==> config.mk <==
export PLATFORM = sky130hd
export DESIGN_NAME = mat_adj_fetch_ctrl
export DESIGN_NICKNAME = d
export VERILOG_FILES = /design/src/rtl/mat_adj_fetch_ctrl_pkg.sv /design/src/rtl/mat_adj_fetch_ctrl_addrcal.sv /design/src/rtl/mat_adj_fetch_ctrl.sv
export SDC_FILE = /design/constraint.sdc
export NUM_CORES = 1
export LEC_CHECK = 0
export CAP_MARGIN = 20
export CORE_UTILIZATION = 56
export DETAILED_ROUTE_END_ITERATION = 16
export PLACE_DENSITY = 0.81
export SLEW_MARGIN = 20
export SYNTH_ARGS = -nofsm -noshare
export SYNTH_HDL_FRONTEND = slang
export SYNTH_HIERARCHICAL = 1
export SYNTH_SLANG_ARGS = --single-unit
==> constraint.sdc <==
create_clock -name clk -period 6.3 [get_ports clk]
set_clock_uncertainty 0.05 [all_clocks]
set_input_delay 1.26 -clock clk [delete_from_list [all_inputs] [get_ports clk]]
set_output_delay 1.26 -clock clk [all_outputs]
set_load 0.01 [all_outputs]
==> src/rtl/mat_adj_fetch_ctrl_pkg.sv <==
// Shared project constants and types for the adjacency fetch controller.
// Provides frame geometry defaults, address/pixel widths, neighbour count,
// the fetch FSM state type, the neighbour direction order, and a helper that
// computes which neighbours of a pixel lie inside the frame.
package mat_adj_fetch_ctrl_pkg;

    localparam int unsigned COLUMNS = 180;
    localparam int unsigned ROWS    = 120;
    localparam int unsigned ADDR_W  = 15;
    localparam int unsigned PIX_W   = 8;
    localparam int unsigned NBR_CNT = 8;
    localparam int unsigned IDX_W   = 3;
    localparam int unsigned ROW_W   = 7;
    localparam int unsigned COL_W   = 8;

    typedef enum logic [1:0] {
        ST_IDLE,
        ST_ISSUE,
        ST_DRAIN,
        ST_DONE
    } fetch_state_t;

    // Neighbour order, clockwise starting at north.
    typedef enum logic [IDX_W-1:0] {
        NBR_N  = 3'd0,
        NBR_NE = 3'd1,
        NBR_E  = 3'd2,
        NBR_SE = 3'd3,
        NBR_S  = 3'd4,
        NBR_SW = 3'd5,
        NBR_W  = 3'd6,
        NBR_NW = 3'd7
    } nbr_dir_t;

    // Bit k set when neighbour k of (row, col) is inside a rows x cols frame.
    // Edge columns never borrow pixels from the adjacent row.
    function automatic logic [NBR_CNT-1:0] nbr_mask(
        input logic [ROW_W-1:0] row,
        input logic [COL_W-1:0] col,
        input int unsigned      rows,
        input int unsigned      cols
    );
        logic has_n;
        logic has_s;
        logic has_w;
        logic has_e;
        logic [NBR_CNT-1:0] mask;
        has_n = (row != '0);
        has_s = ((32'(row) + 32'd1) < rows);
        has_w = (col != '0);
        has_e = ((32'(col) + 32'd1) < cols);
        mask         = '0;
        mask[NBR_N]  = has_n;
        mask[NBR_NE] = has_n & has_e;
        mask[NBR_E]  = has_e;
        mask[NBR_SE] = has_s & has_e;
        mask[NBR_S]  = has_s;
        mask[NBR_SW] = has_s & has_w;
        mask[NBR_W]  = has_w;
        mask[NBR_NW] = has_n & has_w;
        return mask;
    endfunction

endpackage

==> src/rtl/mat_adj_fetch_ctrl_addrcal.sv <==
// Mat_AddrCal: adjacency address calculator.
// Converts a reference frame-buffer address and a neighbour index (0..7,
// N, NE, E, SE, S, SW, W, NW) into the neighbour's frame-buffer address.
// Purely combinational; the result is meaningless for neighbours outside
// the frame, which the caller masks.
//   ref_addr : reference pixel address (row*COLUMNS + col)
//   idx      : neighbour index
//   addr     : neighbour address
module Mat_AddrCal
    import mat_adj_fetch_ctrl_pkg::*;
#(
    parameter int unsigned COLUMNS = mat_adj_fetch_ctrl_pkg::COLUMNS
)(
    input  logic [ADDR_W-1:0] ref_addr,
    input  logic [IDX_W-1:0]  idx,
    output logic [ADDR_W-1:0] addr
);

    localparam logic [ADDR_W-1:0] C   = ADDR_W'(COLUMNS);
    localparam logic [ADDR_W-1:0] ONE = ADDR_W'(1);

    always_comb begin
        addr = ref_addr;
        case (nbr_dir_t'(idx))
            NBR_N:  addr = ref_addr - C;
            NBR_NE: addr = ref_addr - C + ONE;
            NBR_E:  addr = ref_addr + ONE;
            NBR_SE: addr = ref_addr + C + ONE;
            NBR_S:  addr = ref_addr + C;
            NBR_SW: addr = ref_addr + C - ONE;
            NBR_W:  addr = ref_addr - ONE;
            NBR_NW: addr = ref_addr - C - ONE;
            default: addr = ref_addr;
        endcase
    end

endmodule

==> src/rtl/mat_adj_fetch_ctrl.sv <==
// mat_adj_fetch_ctrl: fetches the 8 neighbours of a reference pixel from a
// frame buffer with one-cycle read latency.
// Ports:
//   clk, reset_n          : clock, asynchronous active-low reset
//   start, ref_row/ref_col: one-cycle request with reference pixel position
//   fb_rd_en, fb_addr     : frame-buffer read strobe and address
//   fb_rd_data            : read data, valid the cycle after fb_rd_en
//   nbr_data, nbr_valid   : neighbour pixels (slot k) and in-frame flags
//   busy, done, err       : fetch in progress, completion pulse, range error
// Timeline after the accepting edge: 8 ISSUE cycles (one per neighbour,
// skipped neighbours still take their cycle), 1 DRAIN cycle for the last
// read to return, 1 DONE cycle. Out-of-range requests jump straight to DONE.
module mat_adj_fetch_ctrl
    import mat_adj_fetch_ctrl_pkg::*;
#(
    parameter int unsigned COLUMNS = mat_adj_fetch_ctrl_pkg::COLUMNS,
    parameter int unsigned ROWS    = mat_adj_fetch_ctrl_pkg::ROWS,
    parameter int unsigned PIX_W   = mat_adj_fetch_ctrl_pkg::PIX_W
)(
    input  logic                       clk,
    input  logic                       reset_n,
    input  logic                       start,
    input  logic [ROW_W-1:0]           ref_row,
    input  logic [COL_W-1:0]           ref_col,
    output logic                       fb_rd_en,
    output logic [ADDR_W-1:0]          fb_addr,
    input  logic [PIX_W-1:0]           fb_rd_data,
    output logic [NBR_CNT*PIX_W-1:0]   nbr_data,
    output logic [NBR_CNT-1:0]         nbr_valid,
    output logic                       busy,
    output logic                       done,
    output logic                       err
);

    fetch_state_t              state;
    fetch_state_t              state_nxt;
    logic [IDX_W-1:0]          idx;
    logic [IDX_W-1:0]          idx_nxt;

    logic [ADDR_W-1:0]         ref_addr;
    logic [NBR_CNT-1:0]        mask;
    logic                      err_q;
    logic [NBR_CNT*PIX_W-1:0]  data_q;

    // Slot written by the capture stage: the index issued one cycle earlier.
    logic                      cap_en;
    logic [IDX_W-1:0]          cap_idx;

    logic                      accept;
    logic                      in_range;
    logic                      rd;
    logic [ADDR_W-1:0]         ref_calc;
    logic [ADDR_W-1:0]         calc_addr;

    assign accept   = (state == ST_IDLE) && start;
    assign in_range = (32'(ref_row) < ROWS) && (32'(ref_col) < COLUMNS);
    assign ref_calc = ADDR_W'(32'(ref_row) * COLUMNS + 32'(ref_col));

    Mat_AddrCal #(
        .COLUMNS (COLUMNS)
    ) u_addr_cal (
        .ref_addr (ref_addr),
        .idx      (idx),
        .addr     (calc_addr)
    );

    assign rd        = (state == ST_ISSUE) && mask[idx];
    assign fb_rd_en  = rd;
    assign fb_addr   = rd ? calc_addr : '0;
    assign busy      = (state != ST_IDLE);
    assign done      = (state == ST_DONE);
    assign nbr_data  = data_q;
    assign nbr_valid = mask;
    assign err       = err_q;

    always_ff @(posedge clk or negedge reset_n) begin
        if (!reset_n) begin
            state   <= ST_IDLE;
            idx     <= '0;
            cap_en  <= 1'b0;
            cap_idx <= '0;
        end else begin
            state   <= state_nxt;
            idx     <= idx_nxt;
            cap_en  <= (state == ST_ISSUE);
            cap_idx <= idx;
        end
    end

    always_comb begin
        state_nxt = state;
        idx_nxt   = idx;
        case (state)
            ST_IDLE: begin
                if (start) begin
                    idx_nxt   = '0;
                    state_nxt = in_range ? ST_ISSUE : ST_DONE;
                end
            end
            ST_ISSUE: begin
                idx_nxt = idx + 3'd1;
                if (idx == 3'(NBR_CNT - 1)) begin
                    state_nxt = ST_DRAIN;
                end
            end
            ST_DRAIN: state_nxt = ST_DONE;
            ST_DONE:  state_nxt = ST_IDLE;
            default:  state_nxt = ST_IDLE;
        endcase
    end

    // Results are only rewritten from an accepted start onwards, so they stay
    // stable from done until the next request. Slots of skipped neighbours
    // are written 0 rather than whatever the bus carries that cycle.
    always_ff @(posedge clk or negedge reset_n) begin
        if (!reset_n) begin
            ref_addr <= '0;
            mask     <= '0;
            err_q    <= 1'b0;
            data_q   <= '0;
        end else begin
            if (accept) begin
                ref_addr <= ref_calc;
                err_q    <= !in_range;
                mask     <= in_range ? nbr_mask(ref_row, ref_col, ROWS, COLUMNS) : '0;
                if (!in_range) begin
                    data_q <= '0;
                end
            end
            if (cap_en) begin
                data_q[cap_idx*PIX_W +: PIX_W] <= mask[cap_idx] ? fb_rd_data : '0;
            end
        end
    end

endmodule

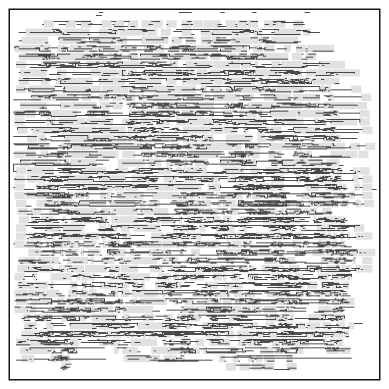
**Above:** the metal 1 layer.
(3 px per um) Cells faint in the background.
share of all routed wire	47%
longest straight run	37.3 um
nets with wire on the layer	1027
wire length on this layer	9760 um

==> results.env <==
GRT_ANTENNA_BEFORE_REPAIR=0
CTS_HOLD_BUF=0
DRIVE_ABOVE_1_SHARE=0.0696
GRT_SETUP_UNREPAIRED='no'
AOI_SHARE=0.235
POWER.SHARE.SWITCHING=0.471
PG_SEQ_W=0.00110
LAYOUT_UTILIZATION=0.699
CTS_POST_SETUP_BUFFERS_INSERTED=0
CLK_PIN_SLEW_WORST_PATHS_NS=0.07
SYNTH_SEQUENTIAL_AREA_RATIO=0.296
CTS_NUM_SINKS=97
GRT_UTIL_MET3=0.0378
NUM_ANTENNA_CELLS=0
DRTITER0DRC=436
GRT_OVERFLOW=0
DESIGN.FINAL.NETS=1119
YOSYS.AREA_SHARE.SIMPLE=0.166
YOSYSMOSTFREQUENTCELL='sky130_fd_sc_hd__dfrtp_1'
MET1_LENGTH_UM=9760
SYNTHCELLS=892
SYNTHESIS.NETS=1010
CLOCK_POWER_W=0.000562
POST_SYNTH_INSTANCE_AREA_UM2=8200
TIMING.RR.START='state[0]'
WORST_PIN_SLEW_NS=0.922
DETAILED_PLACE_HPWL_UM=16000
DP_CELLS=1169
LAYOUT_TOP_CELL='sky130_fd_sc_hd__clkdlybuf4s50_1'
WL_MET2_UM=9780
DETAIL_ROUTE.WL_PER_CELL_UM=17.6
POST_CTS_RESIZED=0
RRSETUPSLACK_NS=3.48
HOLD_PATH.CLASS='register to register'
SYNTH_TOP_CELL_BY_AREA='sky130_fd_sc_hd__dfrtp_1'
POWER_LEAKAGE_nW=4.45
SYNTH-MAIN-FF-CELL='sky130_fd_sc_hd__dfrtp_1'
YS_FF=97
POWER.SHARE.COMBINATIONAL=0.662
PATH_MAX_FANOUT=7
POST_DETAILED_ROUTE_COUNT_OF_ANTENNA_VIOLATING_NETS=0
SYNTHADDERAREAFRAC=0.151
STATUS='finished clean'
ENABLE_FLOP_CELLS=0
AREA_DELTA_SYNTH_FINAL_PCT=20.2
CRITICALPATHCATEGORY='register to output pin'
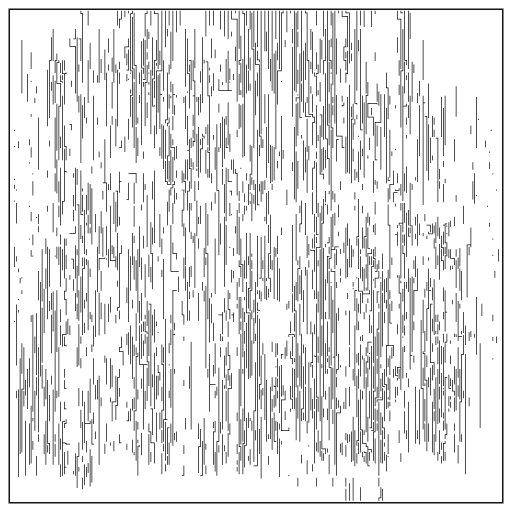
**Above:** signal wires on met2.
(4 px per um)
main direction	vertical
share of all routed wire	47%
nets with wire on the layer	945
sum of routed wire length over all layers: 20900 um
vias: 7238
met2 Use GR: 0.448

worst max-delay path, delay by kind of cell, from the launching register on:
kind,cells,cell delay (ns)
AND-OR/OR-AND,7,1.52
XOR/XNOR,2,0.51
adder cells (fa/ha/maj),1,0.36
buffers and inverters,1,0.47
flip-flops,1,0.46
AND/OR/NAND/NOR,4,0.58
layout make-up:
class / instances / area (um2)
repair buffers: 125 / 1240
inverters: 55 / 206
clock inverters: 7 / 91.3
fillers: 1146 / 4240
flip-flops and latches: 97 / 2430
clock buffers: 9 / 225
well taps: 180 / 225
multi-input cells: 713 / 5440
sequential cells by signal, summed over array words and instances, names as in the netlist:
register and flops:
cap_idx 3, cap_en 1, err 1, nbr_valid 8, idx 3, state 2
ref_addr 15, nbr_data 64
